--- src/rtl/ore_alu_pkg.sv ---
// ore_alu_pkg: shared opcode, control and state types for the ORE ALU sequencer.
package ore_alu_pkg;

  // Opcodes accepted on in_op; 0xB-0xF are illegal.
  typedef enum logic [3:0] {
    OP_ADD  = 4'h0,
    OP_SUB  = 4'h1,
    OP_RSB  = 4'h2,
    OP_ADC  = 4'h3,
    OP_SBC  = 4'h4,
    OP_OR   = 4'h5,
    OP_XNOR = 4'h6,
    OP_CMP  = 4'h7,
    OP_INC  = 4'h8,
    OP_DEC  = 4'h9,
    OP_CLC  = 4'hA
  } op_e;

  // Control bits of the attached ripple-carry ALU.
  typedef struct packed {
    logic inv_a;
    logic inv_b;
    logic cin;
    logic oren;
    logic flood;
  } alu_ctrl_t;

  // Sequencer phases.
  typedef enum logic [1:0] {
    IDLE = 2'd0,
    EXEC = 2'd1,
    DONE = 2'd2
  } state_e;

  // Source of the ALU B operand.
  typedef enum logic [1:0] {
    BSEL_B    = 2'd0,
    BSEL_ZERO = 2'd1,
    BSEL_ONES = 2'd2
  } bsel_e;

  // Which architectural flags an op writes; clr_c forces C to zero.
  typedef struct packed {
    logic upd_c;
    logic upd_z;
    logic upd_v;
    logic clr_c;
  } flag_upd_t;

  localparam alu_ctrl_t CTRL_NONE = 5'b00000;
  localparam alu_ctrl_t CTRL_SUB  = 5'b01100;
  localparam alu_ctrl_t CTRL_RSB  = 5'b10100;
  localparam alu_ctrl_t CTRL_OR   = 5'b00010;
  localparam alu_ctrl_t CTRL_XNOR = 5'b00001;
  localparam alu_ctrl_t CTRL_INC  = 5'b00100;

  localparam flag_upd_t FUPD_NONE  = 4'b0000;
  localparam flag_upd_t FUPD_ARITH = 4'b1110;
  localparam flag_upd_t FUPD_LOGIC = 4'b0100;
  localparam flag_upd_t FUPD_CLC   = 4'b0001;

  // Flag-update class of each opcode.
  function automatic flag_upd_t flag_class(input logic [3:0] op);
    flag_upd_t cls;
    case (op)
      OP_ADD, OP_SUB, OP_RSB, OP_ADC, OP_SBC,
      OP_CMP, OP_INC, OP_DEC:                 cls = FUPD_ARITH;
      OP_OR, OP_XNOR:                         cls = FUPD_LOGIC;
      OP_CLC:                                 cls = FUPD_CLC;
      default:                                cls = FUPD_NONE;
    endcase
    return cls;
  endfunction

endpackage

--- src/rtl/ore_alu_decode.sv ---
// ore_alu_decode: combinational opcode decode into ALU controls, B-select,
// flag-update class and the illegal-opcode indication.
module ore_alu_decode
  import ore_alu_pkg::*;
(
  input  logic      [3:0] op_i,
  input  logic            flag_c_i,
  output alu_ctrl_t       ctrl_o,
  output bsel_e           bsel_o,
  output flag_upd_t       fupd_o,
  output logic            use_alu_o,
  output logic            illegal_o
);

  // Opcode to ALU control table; ADC/SBC feed the carry flag into cin.
  always_comb begin
    ctrl_o    = CTRL_NONE;
    bsel_o    = BSEL_B;
    use_alu_o = 1'b1;
    illegal_o = 1'b0;
    case (op_i)
      OP_ADD:         ctrl_o = CTRL_NONE;
      OP_SUB, OP_CMP: ctrl_o = CTRL_SUB;
      OP_RSB:         ctrl_o = CTRL_RSB;
      OP_ADC: begin
        ctrl_o     = CTRL_NONE;
        ctrl_o.cin = flag_c_i;
      end
      OP_SBC: begin
        ctrl_o       = CTRL_NONE;
        ctrl_o.inv_b = 1'b1;
        ctrl_o.cin   = flag_c_i;
      end
      OP_OR:          ctrl_o = CTRL_OR;
      OP_XNOR:        ctrl_o = CTRL_XNOR;
      OP_INC: begin
        ctrl_o = CTRL_INC;
        bsel_o = BSEL_ZERO;
      end
      OP_DEC: begin
        ctrl_o = CTRL_NONE;
        bsel_o = BSEL_ONES;
      end
      OP_CLC: begin
        use_alu_o = 1'b0;
        bsel_o    = BSEL_ZERO;
      end
      default: begin
        use_alu_o = 1'b0;
        illegal_o = 1'b1;
        bsel_o    = BSEL_ZERO;
      end
    endcase
  end

  assign fupd_o = flag_class(op_i);

endmodule

--- src/rtl/ore_alu_sequencer.sv ---
// ore_alu_sequencer: issue/retire stage around an externally attached ORE ALU.
// Accepts one op in IDLE, drives the ALU for one EXEC cycle, then holds the
// registered result and flags in DONE until the consumer takes them.
module ore_alu_sequencer
  import ore_alu_pkg::*;
#(
  parameter int BitWidth = 8
)
(
  input  logic                clk,
  input  logic                rst,
  input  logic                in_valid,
  output logic                in_ready,
  input  logic [3:0]          in_op,
  input  logic [BitWidth-1:0] in_a,
  input  logic [BitWidth-1:0] in_b,
  output logic                alu_inv_a,
  output logic                alu_inv_b,
  output logic                alu_cin,
  output logic                alu_oren,
  output logic                alu_flood,
  output logic [BitWidth-1:0] alu_a,
  output logic [BitWidth-1:0] alu_b,
  input  logic [BitWidth-1:0] alu_dout,
  input  logic                alu_cout,
  input  logic                alu_zero,
  input  logic                alu_ovf,
  output logic                out_valid,
  input  logic                out_ready,
  output logic [BitWidth-1:0] out_data,
  output logic                flag_c,
  output logic                flag_z,
  output logic                flag_v,
  output logic                out_err
);

  state_e              state_q;
  logic                in_ready_q;
  logic                out_valid_q;
  logic [BitWidth-1:0] out_data_q;
  logic                flag_c_q;
  logic                flag_z_q;
  logic                flag_v_q;
  logic                err_q;
  alu_ctrl_t           ctrl_q;
  logic [BitWidth-1:0] alu_a_q;
  logic [BitWidth-1:0] alu_b_q;
  flag_upd_t           fupd_q;
  logic                use_alu_q;
  logic                illegal_q;

  alu_ctrl_t           dec_ctrl_s;
  bsel_e               dec_bsel_s;
  flag_upd_t           dec_fupd_s;
  logic                dec_use_alu_s;
  logic                dec_illegal_s;
  logic [BitWidth-1:0] alu_a_d;
  logic [BitWidth-1:0] alu_b_d;

  // Decode the incoming opcode; carry is the current flag, which cannot change
  // between acceptance and EXEC.
  ore_alu_decode u_decode (
    .op_i      (in_op),
    .flag_c_i  (flag_c_q),
    .ctrl_o    (dec_ctrl_s),
    .bsel_o    (dec_bsel_s),
    .fupd_o    (dec_fupd_s),
    .use_alu_o (dec_use_alu_s),
    .illegal_o (dec_illegal_s)
  );

  // Operand values presented to the ALU; zero when the op does not use it.
  always_comb begin
    alu_a_d = {BitWidth{1'b0}};
    alu_b_d = {BitWidth{1'b0}};
    if (dec_use_alu_s) begin
      alu_a_d = in_a;
      case (dec_bsel_s)
        BSEL_B:    alu_b_d = in_b;
        BSEL_ZERO: alu_b_d = {BitWidth{1'b0}};
        BSEL_ONES: alu_b_d = {BitWidth{1'b1}};
        default:   alu_b_d = {BitWidth{1'b0}};
      endcase
    end else begin
      alu_a_d = {BitWidth{1'b0}};
      alu_b_d = {BitWidth{1'b0}};
    end
  end

  // Sequencer FSM with all outputs, ALU drive and flags held in registers.
  always_ff @(posedge clk or posedge rst) begin
    if (rst) begin
      state_q     <= IDLE;
      in_ready_q  <= 1'b1;
      out_valid_q <= 1'b0;
      out_data_q  <= {BitWidth{1'b0}};
      flag_c_q    <= 1'b0;
      flag_z_q    <= 1'b0;
      flag_v_q    <= 1'b0;
      err_q       <= 1'b0;
      ctrl_q      <= CTRL_NONE;
      alu_a_q     <= {BitWidth{1'b0}};
      alu_b_q     <= {BitWidth{1'b0}};
      fupd_q      <= FUPD_NONE;
      use_alu_q   <= 1'b0;
      illegal_q   <= 1'b0;
    end else begin
      case (state_q)
        IDLE: begin
          if (in_valid) begin
            state_q    <= EXEC;
            in_ready_q <= 1'b0;
            ctrl_q     <= dec_use_alu_s ? dec_ctrl_s : CTRL_NONE;
            alu_a_q    <= alu_a_d;
            alu_b_q    <= alu_b_d;
            fupd_q     <= dec_fupd_s;
            use_alu_q  <= dec_use_alu_s;
            illegal_q  <= dec_illegal_s;
          end
        end
        EXEC: begin
          state_q     <= DONE;
          out_valid_q <= 1'b1;
          ctrl_q      <= CTRL_NONE;
          alu_a_q     <= {BitWidth{1'b0}};
          alu_b_q     <= {BitWidth{1'b0}};
          out_data_q  <= use_alu_q ? alu_dout : {BitWidth{1'b0}};
          err_q       <= illegal_q;
          if (fupd_q.clr_c) begin
            flag_c_q <= 1'b0;
          end else if (fupd_q.upd_c) begin
            flag_c_q <= alu_cout;
          end
          if (fupd_q.upd_z) begin
            flag_z_q <= alu_zero;
          end
          if (fupd_q.upd_v) begin
            flag_v_q <= alu_ovf;
          end
        end
        DONE: begin
          if (out_ready) begin
            state_q     <= IDLE;
            out_valid_q <= 1'b0;
            in_ready_q  <= 1'b1;
          end
        end
        default: begin
          state_q     <= IDLE;
          in_ready_q  <= 1'b1;
          out_valid_q <= 1'b0;
          ctrl_q      <= CTRL_NONE;
          alu_a_q     <= {BitWidth{1'b0}};
          alu_b_q     <= {BitWidth{1'b0}};
        end
      endcase
    end
  end

  assign in_ready  = in_ready_q;
  assign out_valid = out_valid_q;
  assign out_data  = out_data_q;
  assign flag_c    = flag_c_q;
  assign flag_z    = flag_z_q;
  assign flag_v    = flag_v_q;
  assign out_err   = err_q;
  assign alu_inv_a = ctrl_q.inv_a;
  assign alu_inv_b = ctrl_q.inv_b;
  assign alu_cin   = ctrl_q.cin;
  assign alu_oren  = ctrl_q.oren;
  assign alu_flood = ctrl_q.flood;
  assign alu_a     = alu_a_q;
  assign alu_b     = alu_b_q;

endmodule

--- config.mk ---
export PLATFORM = sky130hd
export DESIGN_NAME = ore_alu_sequencer
export DESIGN_NICKNAME = d
export VERILOG_FILES = /design/src/rtl/ore_alu_pkg.sv /design/src/rtl/ore_alu_decode.sv /design/src/rtl/ore_alu_sequencer.sv
export SDC_FILE = /design/constraint.sdc
export NUM_CORES = 1
export LEC_CHECK = 0
export ABC_AREA = 1
export CAP_MARGIN = 15
export CORE_AREA = 5 5 71 73
export CTS_BUF_LIST = sky130_fd_sc_hd__clkbuf_8
export DETAILED_ROUTE_END_ITERATION = 16
export DIE_AREA = 0 0 76 78
export PLACE_DENSITY = 0.81
export SLEW_MARGIN = 20
export SYNTH_ARGS = -nofsm -noshare
export SYNTH_HDL_FRONTEND = slang
export SYNTH_SLANG_ARGS = --single-unit
--- constraint.sdc ---
create_clock -name clk -period 1.32 [get_ports clk]
set_input_delay 0.264 -clock clk [delete_from_list [all_inputs] [get_ports clk]]
set_output_delay 0.264 -clock clk [all_outputs]
set_load 0.05 [all_outputs]
placement_by_type.png
Bar = 20 um.
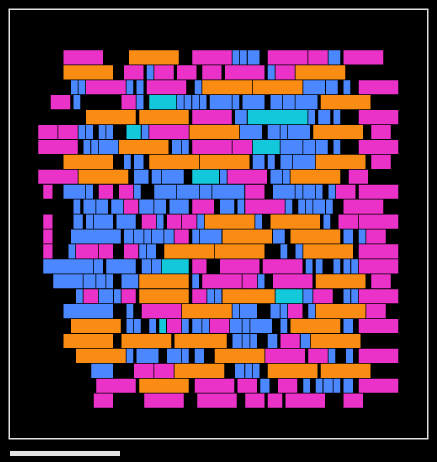
- cyan: clock drivers and dummy loads (cells 8)
- orange: flops (cells 42)
- blue: combinational and other logic (cells 175)
- magenta: other buffers and delay cells (cells 91)

power_grid.png
Pins as bars on the die edge. Tap cells in grey.
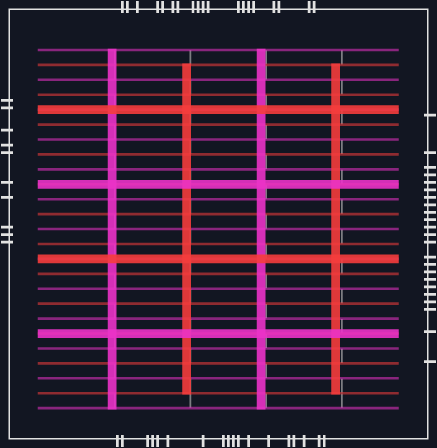
- red: VDD
- magenta: VSS
- signal pins: 70
- rows: 24

congestion.png
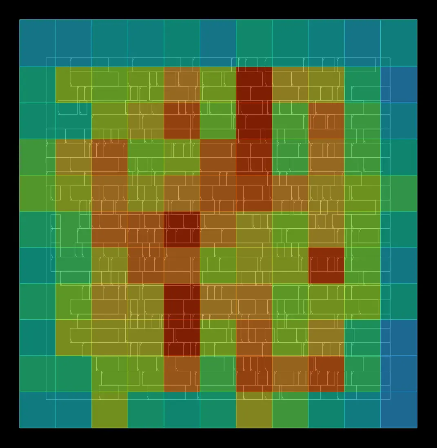
final standard cell utilization of the core: 80.9%
post-DR wirelength/cell: 14.6 um
GR Layer Usage met2: 32.3%
GR peak layer: met2
overall routing resource usage: 18.7%

clk_routes.png
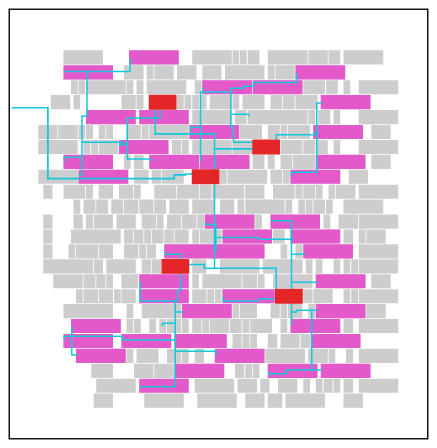
- magenta: flip-flops (count 42)
- cyan: clock wires (length 459 um)
- red: clock drivers (count 5)
- routed clock nets: 6

flops_by_reg.png
Other sequential cells in the stronger grey, the rest of the logic in the fainter grey.
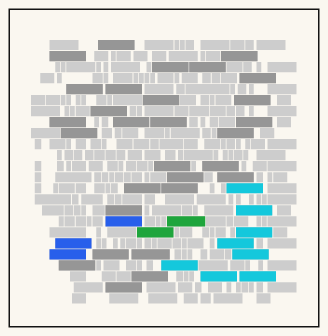
- cyan: out_data (sequential cells 8; where bottom right)
- blue: fupd_q (sequential cells 3)
- green: state_q (sequential cells 2)
- not coloured: 29

==> qor.yml <==
clock_network:
  root_cell_of_the_clock_tree: "clkbuf_8"
  cts_hold_buffers: 0
  worst_setup_hold_path_clk_slew_ps: 80
  cts_inserted_buffers: 5
  cts_max_path_buffers: 2
global_route:
  first_global_vias: 1994
  grt.overflow.total: 0
final_layout:
  layout-drive-gt1-share_pct: 40.5
  final.fill_count: 257
  finish.net_count: 355
  num_antenna_cells: 0
  final-nonclk-buf-share_pct: 35.1
  layout-area-overhead-vs-synth_pct: 79.8
  mostFrequentLayoutCell: "nand2_1"
  nFlopsAndLatches: 42
  clock_cell_area_share_pct: 3.17
  nNonClkBuffers: 91
  finalNonFillerCells: 368
setup_path:
  crit_chain: "buf_2 > buf_6 > ha_4 > nand2_1 > nand2_2 > nor2_4 > nand3_2 > nand2_4 > buf_6 > o21ai_1"
  worstSetupEndpoint: "alu_inv_b"
  timing.critical_path.mode_cell: "buf_6"
  beginning_of_the_worst_register_to_register_path: "state_q[1]"
  startpoint: "in_op[1]"
  library_cell_contributing_the_largest_single_delay_on_the_critical_path: "nand2_4"
  timing.critical_path.max_delay_family: "simple AND/OR/NAND/NOR gates"
  worstReg2RegEnd: "alu_inv_b"
logic_synthesis:
  syn_area_per_cell_um2: 8.71
  top_cell_area_share_pct: 53.1
  netlist_area_um2: 1930
  post_synth_xor_area_fraction_pct: 0
  synthTopCellsByArea: "dfrtp_1 53%, nand2_1 18%, nand2_2 6.1%"
  and_or_nand_nor_cells_area_fraction_pct: 30.9
  post_synth_num_cell_types: 27
  synth.yosys.seq_area_share_pct: 54.4
routing:
  met2WireLength_um: 2860
  met3RoutedLength_um: 268
  drt-total-wl_um: 5360
place:
  postPlaceCellArea_um2: 3240
  gpl.final_weighted_congestion: 0.868
timing:
  rsz_0062_raised_after_global_routing: "yes"
  report.final.hold_viol_count: 0
  setup-tns-final_ps: 0
run_status:
  run_status: "finished, final reports clean"
pwr:
  ir_worst_vdd_uv: 1160
  fin_total_pwr_w: 0.00661
  powerSeq_w: 0.00212
  clock_power_share_pct: 15.0
floorplanning:
  horizontal_die_dimension_um: 76
Power and IR drop assume default switching activity.
